**PDN straps and rails**

The bar under the picture is 20 um long. Pins as bars on the die edge.
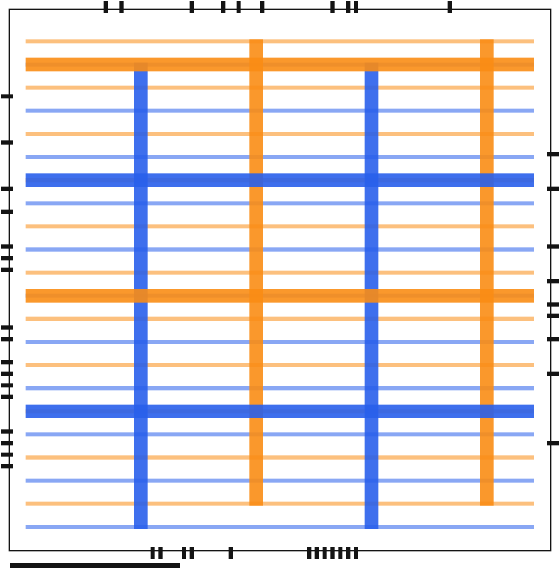
**Placement by cell class**

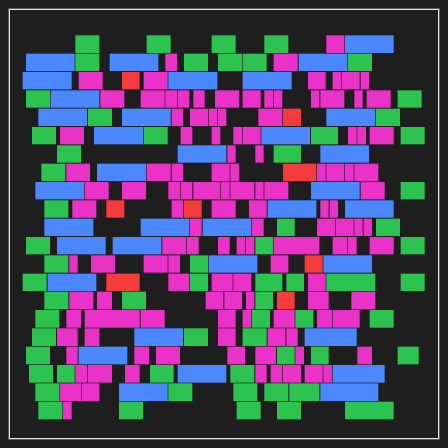
**Clock network drawn from the DEF**

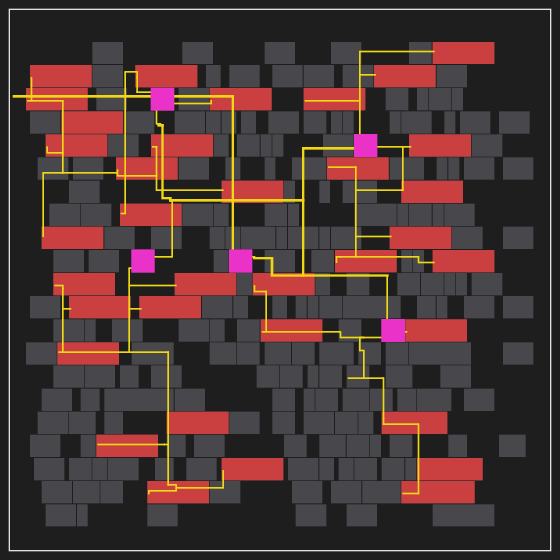
**Metal layers overlaid**

The bar under the picture is 20 um long.
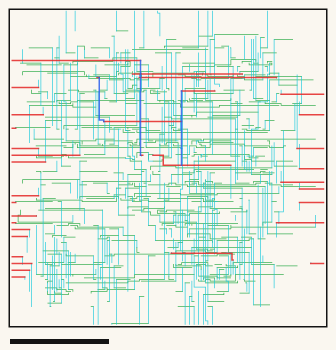
**src/rtl/alu_pkg.sv**
```systemverilog
// Shared definitions for the execute-stage output register: branch funct3 codes,
// NZCV flag bit positions, skid buffer state encoding and the branch condition helper.
package alu_pkg;

  localparam logic [2:0] F3_BEQ  = 3'b000;
  localparam logic [2:0] F3_BNE  = 3'b001;
  localparam logic [2:0] F3_BLT  = 3'b100;
  localparam logic [2:0] F3_BGE  = 3'b101;
  localparam logic [2:0] F3_BLTU = 3'b110;
  localparam logic [2:0] F3_BGEU = 3'b111;

  localparam int FLG_N = 3;
  localparam int FLG_Z = 2;
  localparam int FLG_C = 1;
  localparam int FLG_V = 0;

  typedef enum logic [1:0] {
    SKID_EMPTY = 2'd0,
    SKID_ONE   = 2'd1,
    SKID_TWO   = 2'd2
  } skid_state_e;

  // Flags come from a subtract, so C=1 means no borrow (a >= b unsigned).
  function automatic logic branch_cond(input logic [2:0] funct3, input logic [3:0] flags);
    logic res;
    res = 1'b0;
    case (funct3)
      F3_BEQ:  res = flags[FLG_Z];
      F3_BNE:  res = !flags[FLG_Z];
      F3_BLT:  res = flags[FLG_N] ^ flags[FLG_V];
      F3_BGE:  res = !(flags[FLG_N] ^ flags[FLG_V]);
      F3_BLTU: res = !flags[FLG_C];
      F3_BGEU: res = flags[FLG_C];
      default: res = 1'b0;
    endcase
    return res;
  endfunction

endpackage

```
**src/rtl/alu_flag_branch_stage_if.sv**
```systemverilog
// Upstream/downstream handshake bundle for alu_flag_branch_stage.
// Carries out_illegal only when BRANCH_ILLEGAL_CHK_EN is defined.
interface alu_flag_branch_stage_if
  import alu_pkg::*;
#(
  parameter int DATA_W = 8,
  parameter int TAG_W  = 5
);
  // valid/ready: a beat transfers on any rising edge where valid & ready are both 1;
  // once valid is raised the sender holds valid and payload stable until that edge.
  logic              in_valid;
  logic              in_ready;
  logic [DATA_W-1:0] in_sum;
  logic              in_n;
  logic              in_z;
  logic              in_c;
  logic              in_v;
  logic              in_is_branch;
  logic [2:0]        in_funct3;
  logic              in_flag_we;
  logic [TAG_W-1:0]  in_tag;

  logic              out_valid;
  logic              out_ready;
  logic [DATA_W-1:0] out_result;
  logic              out_taken;
  logic [TAG_W-1:0]  out_tag;
  logic [3:0]        flags_q;
  skid_state_e       skid_state;
`ifdef BRANCH_ILLEGAL_CHK_EN
  logic              out_illegal;
`endif

  modport slave (
    input  in_valid, in_sum, in_n, in_z, in_c, in_v, in_is_branch, in_funct3,
           in_flag_we, in_tag, out_ready,
    output in_ready, out_valid, out_result, out_taken, out_tag, flags_q, skid_state
`ifdef BRANCH_ILLEGAL_CHK_EN
    , output out_illegal
`endif
  );

  modport master (
    output in_valid, in_sum, in_n, in_z, in_c, in_v, in_is_branch, in_funct3,
           in_flag_we, in_tag, out_ready,
    input  in_ready, out_valid, out_result, out_taken, out_tag, flags_q, skid_state
`ifdef BRANCH_ILLEGAL_CHK_EN
    , input out_illegal
`endif
  );

endinterface

```
**src/rtl/alu_skid_buf.sv**
```systemverilog
// Generic 2-entry valid/ready buffer with a registered in_ready; strict FIFO order,
// head entry held stable while the consumer stalls.
module alu_skid_buf
  import alu_pkg::*;
#(
  parameter int W = 8
) (
  input  logic        clk,
  input  logic        rst_n,
  input  logic        in_valid_i,
  output logic        in_ready_o,
  input  logic [W-1:0] in_data_i,
  output logic        out_valid_o,
  input  logic        out_ready_i,
  output logic [W-1:0] out_data_o,
  output skid_state_e state_o
);

  skid_state_e  state_q, state_d;
  logic [W-1:0] head_q, head_d;
  logic [W-1:0] tail_q, tail_d;
  logic         in_ready_q;
  logic         accept;
  logic         drain;

  assign accept      = in_valid_i & in_ready_q;
  assign drain       = out_valid_o & out_ready_i;
  assign out_valid_o = (state_q != SKID_EMPTY);
  assign out_data_o  = head_q;
  assign in_ready_o  = in_ready_q;
  assign state_o     = state_q;

  always_comb begin
    state_d = state_q;
    head_d  = head_q;
    tail_d  = tail_q;
    case (state_q)
      SKID_EMPTY: begin
        if (accept) begin
          head_d  = in_data_i;
          state_d = SKID_ONE;
        end
      end
      SKID_ONE: begin
        // Accept with drain replaces the head directly, so there is no bubble.
        if (accept && drain) begin
          head_d = in_data_i;
        end else if (accept) begin
          tail_d  = in_data_i;
          state_d = SKID_TWO;
        end else if (drain) begin
          state_d = SKID_EMPTY;
        end
      end
      SKID_TWO: begin
        if (drain) begin
          head_d  = tail_q;
          state_d = SKID_ONE;
        end
      end
      default: state_d = SKID_EMPTY;
    endcase
  end

  always_ff @(posedge clk) begin
    if (!rst_n) begin
      state_q    <= SKID_EMPTY;
      head_q     <= '0;
      tail_q     <= '0;
      in_ready_q <= 1'b1;
    end else begin
      state_q    <= state_d;
      head_q     <= head_d;
      tail_q     <= tail_d;
      in_ready_q <= (state_d != SKID_TWO);
    end
  end

endmodule

```
**src/rtl/alu_flag_branch_stage.sv**
```systemverilog
// Execute-stage output register: resolves branches from adder NZCV flags, keeps the
// architectural flag register and buffers results. Option: BRANCH_ILLEGAL_CHK_EN.
module alu_flag_branch_stage
  import alu_pkg::*;
#(
  parameter int DATA_W = 8,
  parameter int TAG_W  = 5
) (
  input logic clk,
  input logic rst_n,
  alu_flag_branch_stage_if.slave bus
);

`ifdef BRANCH_ILLEGAL_CHK_EN
  localparam int ILL_W = 1;
`else
  localparam int ILL_W = 0;
`endif
  localparam int PAY_W = 1 + ILL_W + TAG_W + DATA_W;

  logic [3:0]       in_flags;
  logic             in_taken;
  logic             accept;
  logic [3:0]       flags_q, flags_d;
  logic [PAY_W-1:0] pay_in;
  logic [PAY_W-1:0] pay_out;

  assign in_flags = {bus.in_n, bus.in_z, bus.in_c, bus.in_v};
  assign in_taken = bus.in_is_branch & branch_cond(bus.in_funct3, in_flags);
  assign accept   = bus.in_valid & bus.in_ready;

`ifdef BRANCH_ILLEGAL_CHK_EN
  logic in_illegal;
  assign in_illegal = bus.in_is_branch & (bus.in_funct3[2:1] == 2'b01);
  assign pay_in     = {in_taken, in_illegal, bus.in_tag, bus.in_sum};
  assign bus.out_illegal = pay_out[DATA_W+TAG_W];
`else
  assign pay_in = {in_taken, bus.in_tag, bus.in_sum};
`endif

  assign bus.out_result = pay_out[DATA_W-1:0];
  assign bus.out_tag    = pay_out[DATA_W +: TAG_W];
  assign bus.out_taken  = pay_out[PAY_W-1];

  alu_skid_buf #(.W(PAY_W)) u_skid (
    .clk         (clk),
    .rst_n       (rst_n),
    .in_valid_i  (bus.in_valid),
    .in_ready_o  (bus.in_ready),
    .in_data_i   (pay_in),
    .out_valid_o (bus.out_valid),
    .out_ready_i (bus.out_ready),
    .out_data_o  (pay_out),
    .state_o     (bus.skid_state)
  );

  // Flags follow accepted ops only; downstream stalls never delay the update.
  always_comb begin
    flags_d = flags_q;
    if (accept && bus.in_flag_we) flags_d = in_flags;
  end

  always_ff @(posedge clk) begin
    if (!rst_n) flags_q <= 4'b0000;
    else        flags_q <= flags_d;
  end

  assign bus.flags_q = flags_q;

endmodule

```
**src/flat_wrapper.sv**
```systemverilog
// flat-port wrapper written by rule: the top's interface ports become plain ports
module alu_flag_branch_stage_flat import alu_pkg::*;
#(
  parameter int DATA_W = 8,
  parameter int TAG_W  = 5
)
  (clk, rst_n, bus_in_valid, bus_in_sum, bus_in_n, bus_in_z, bus_in_c, bus_in_v, bus_in_is_branch, bus_in_funct3, bus_in_flag_we, bus_in_tag, bus_out_ready, bus_in_ready, bus_out_valid, bus_out_result, bus_out_taken, bus_out_tag, bus_flags_q, bus_skid_state);
  alu_flag_branch_stage_if #(.DATA_W(DATA_W), .TAG_W(TAG_W)) bus_i ();
  input logic clk;
  input logic rst_n;
  input wire logic [$bits(bus_i.in_valid)-1:0] bus_in_valid;
  input wire logic [$bits(bus_i.in_sum)-1:0] bus_in_sum;
  input wire logic [$bits(bus_i.in_n)-1:0] bus_in_n;
  input wire logic [$bits(bus_i.in_z)-1:0] bus_in_z;
  input wire logic [$bits(bus_i.in_c)-1:0] bus_in_c;
  input wire logic [$bits(bus_i.in_v)-1:0] bus_in_v;
  input wire logic [$bits(bus_i.in_is_branch)-1:0] bus_in_is_branch;
  input wire logic [$bits(bus_i.in_funct3)-1:0] bus_in_funct3;
  input wire logic [$bits(bus_i.in_flag_we)-1:0] bus_in_flag_we;
  input wire logic [$bits(bus_i.in_tag)-1:0] bus_in_tag;
  input wire logic [$bits(bus_i.out_ready)-1:0] bus_out_ready;
  output wire logic [$bits(bus_i.in_ready)-1:0] bus_in_ready;
  output wire logic [$bits(bus_i.out_valid)-1:0] bus_out_valid;
  output wire logic [$bits(bus_i.out_result)-1:0] bus_out_result;
  output wire logic [$bits(bus_i.out_taken)-1:0] bus_out_taken;
  output wire logic [$bits(bus_i.out_tag)-1:0] bus_out_tag;
  output wire logic [$bits(bus_i.flags_q)-1:0] bus_flags_q;
  output wire logic [$bits(bus_i.skid_state)-1:0] bus_skid_state;
  assign bus_i.in_valid = bus_in_valid;
  assign bus_i.in_sum = bus_in_sum;
  assign bus_i.in_n = bus_in_n;
  assign bus_i.in_z = bus_in_z;
  assign bus_i.in_c = bus_in_c;
  assign bus_i.in_v = bus_in_v;
  assign bus_i.in_is_branch = bus_in_is_branch;
  assign bus_i.in_funct3 = bus_in_funct3;
  assign bus_i.in_flag_we = bus_in_flag_we;
  assign bus_i.in_tag = bus_in_tag;
  assign bus_i.out_ready = bus_out_ready;
  assign bus_in_ready = bus_i.in_ready;
  assign bus_out_valid = bus_i.out_valid;
  assign bus_out_result = bus_i.out_result;
  assign bus_out_taken = bus_i.out_taken;
  assign bus_out_tag = bus_i.out_tag;
  assign bus_flags_q = bus_i.flags_q;
  assign bus_skid_state = bus_i.skid_state;
  alu_flag_branch_stage #(.DATA_W(DATA_W), .TAG_W(TAG_W)) u_core (.clk(clk), .rst_n(rst_n), .bus(bus_i));
endmodule
```
**config.mk**
```make
export PLATFORM = sky130hd
export DESIGN_NAME = alu_flag_branch_stage_flat
export DESIGN_NICKNAME = d
export VERILOG_FILES = /design/src/rtl/alu_pkg.sv /design/src/rtl/alu_flag_branch_stage_if.sv /design/src/rtl/alu_skid_buf.sv /design/src/rtl/alu_flag_branch_stage.sv /design/src/flat_wrapper.sv
export SDC_FILE = /design/constraint.sdc
export NUM_CORES = 1
export LEC_CHECK = 0
export ABC_AREA = 0
export CAP_MARGIN = 40
export CORE_MARGIN = 1.5
export CORE_UTILIZATION = 44
export CTS_BUF_LIST = sky130_fd_sc_hd__clkbuf_2 sky130_fd_sc_hd__clkbuf_4 sky130_fd_sc_hd__clkbuf_8
export CTS_CLUSTER_SIZE = 40
export DETAILED_ROUTE_END_ITERATION = 10
export PLACE_DENSITY_LB_ADDON = 0.05
export RECOVER_POWER = 100
export SYNTH_ARGS = -nofsm -noshare
export SYNTH_HDL_FRONTEND = slang
export SYNTH_SLANG_ARGS = --single-unit
export TNS_END_PERCENT = 100
```
**constraint.sdc**
```tcl
create_clock -name clk -period 1.7 [get_ports clk]
set_clock_uncertainty 0.2 [all_clocks]
set_input_delay 0.17 -clock clk [delete_from_list [all_inputs] [get_ports clk]]
set_output_delay 0.17 -clock clk [all_outputs]
set_load 0.005 [all_outputs]
```
==> results.txt <==
flow finished, numbers: Hold Path End u_core.u_skid.tail_q[6], crit path DRT 1.78 ns, Floorplan Nets approximately 200, NetSw between 0.0004 and 0.0005 W, RePlAce Congestion just under 0.8, sw frac 25.5%, nets@finish around 260, Yosys warning total 0, Synth cell types 35, Die Y around 64 um, vias per cell ~5.2, drt drc 0, CP bufs+invs 2, gr ovfl total 0, I/O pin total approximately 48, global-route wire length before repair 6200 um, min Tclk post-route 1.64 ns, status completed, total die size between 0.004 and 0.005 mm^2, Post-synth seq share a little over two fifths, Worst Setup EP u_core.u_skid.tail_q[1], FP Util between 40% and 50%, flop2flop setup slack 0.06 ns, cell area after synthesis 0.00161 mm^2, PD cells about 800 mW/mm^2, Slew headroom between 80% and 90%, Mapped Cells 171, CP endpoint kind flip-flop, Yosys Chip Area between 0.0015 and 0.002 mm^2, CP peak stage delay about 0.37 ns, Log Warnings 28, min-delay src bus_in_sum[6], CP dominant cell by count buf_6, clock root cell clkbuf_4, Post-synth EDFFs 0, Detailed Routing Iterations Pass 1 4, LEAKAGE 1.10 nW, Antenna Cells 0, critical path class reg -> reg, Num CTS Buffers 5, H-tree depth 2, Sequential Power Share about 50%, row count 21
Back to the opening pictures, 'PDN straps and rails':
Key: blue = VSS; orange = VDD
4 straps on met5. 4 straps on met4.

Back to the opening pictures, 'placement by cell class':
Key: red = clock drivers and dummy loads [cells 8, share of their area 3.2%]; blue = flip-flops [cells 35, share of their area 31%]; magenta = all other logic [cells 124, share of their area 38%]; green = other buffers and delay cells [cells 63, share of their area 28%]

Back to the opening pictures, 'clock network drawn from the DEF':
Key: yellow = clock wires [length 418 um]; red = flip-flops [count 35]; magenta = cells driving clock nets [count 5]
There are 6 routed clock nets.
clock share of power: 28.7%
Latency at later pin: 0.33 ns
P_clk: 0.000523 W

Back to the opening pictures, 'metal layers overlaid':
Key: cyan = met2 [wire length 1,770 um]; green = met1 [wire length 1,820 um]; red = met3 [wire length 251 um]; blue = met4 [wire length 43.8 um]
WL/cell: 14.1 um
final wirelength: 3880 um
vias post-DR: 1,437
gr usage total: 19.7%

final cells by class:
type,count,area [um^2],area share (%)
flip-flops and latches,35,707,30.3
multi-input cells,121,857,36.7
repair buffers,63,628,26.9
inverters,3,11.3,0.483
clock inverters,1,7.51,0.322
clock buffers,7,65.1,2.79
well taps,46,57.6,2.47
power by group through the flow:
stage | Sequential [W] | Clock [W] | Combinational, W
after CTS | 0.000902 | 0.000534 | 0.000398
after global placement | 0.000920 | 0 | 0.000384
after floorplan | 0.000921 | 0 | 0.000171
after global routing | 0.000909 | 0.000567 | 0.000434
final | 0.000902 | 0.000523 | 0.000401
after detailed placement | 0.000921 | 0 | 0.000392
cells in the final DEF (no fill, tap or decap), types with 2 or more instances in the layout:
master	Yosys	layout
buf_4	1	11
nand3_1	3	3
a21boi_0	5	2
clkdlybuf4s50_1	0	45
mux2i_1	17	17
clkbuf_8	0	2
dfxtp_1	35	32
nor2b_1	4	4
nor3b_1	2	2
o21a_1	2	2
nand3b_1	3	3
a21boi_1	10	11
nand2_1	29	28
o21ai_1	2	2
clkbuf_4	0	5
o211a_1	13	13
buf_6	1	3
inv_1	3	3
buf_12	0	2
a21boi_2	0	2
o21ai_0	14	14
dfxtp_2	0	2
metal layers:
layer	GRT usage [%]	wire, um	vias up	share of wire, %
met1	25.3	1820	668	47
met5	0	0	-	0
met4	7.61	43	0	1.1
met3	5.18	250	7	6.4
met2	31.6	1770	37	45
li1	-	-	725	-
flip-flops by register name, indices dropped and copies added (netlist names):
name and flops:
u_core.bus.flags_q 4, u_core.u_skid.tail_q 14, u_core.u_skid.state_o 2, u_core.u_skid.in_ready_o 1, u_core.u_skid.out_data_o 14
worst reg2reg max path, delay by kind of cell (launching register included):
kind	cells	cell delay, ns
DFF	1	0.37
and+or+nand+nor	3	0.55
AOI/OAI and AO/OA	1	0.12
buffers and inverters	2	0.34
Yosys cell counts, types with 2 or more instances:
cell type  count
dfxtp_1       35
nand2_1       29
mux2i_1       17
o21ai_0       14
o211a_1       13
a21boi_1      10
clkbuf_1       7
a21boi_0       5
nor2b_1        4
buf_2          3
inv_1          3
nand3_1        3
nand3b_1       3
nor3b_1        2
o21a_1         2
o21ai_1        2
through the flow:
stage                     std cells   TNS, ns  total power (W)  instance area, um^2  setup WS, ns
after floorplan                 171         0          0.00109                 1610        0.0481
after global placement          266     -3.44          0.00130                 2210        -0.139
after detailed placement        266     -4.21          0.00131                 2210        -0.225
after CTS                       276  -0.00411          0.00183                 2310      -0.00298
after global routing            276    -0.127          0.00191                 2330       -0.0297
final                           276         0          0.00183                 2330        0.0553
cell families after synthesis:
logic type	Yosys count	share of synthesized area, %
buffers and inverters	15	4.42
XOR/XNOR	1	1.40
flip-flops	35	43.4
AND-OR/OR-AND	54	24.7
multiplexers	17	10.6
AND/OR/NAND/NOR	49	15.5
timing repair:
action	4_1_cts	5_1_grt
pin swaps	0	3
endpoints found under the setup margin	3	30
gates resized	8	9
setup buffers	2	0
gates cloned	0	1
No activity file was given, so power comes from the tool's default toggle rates.
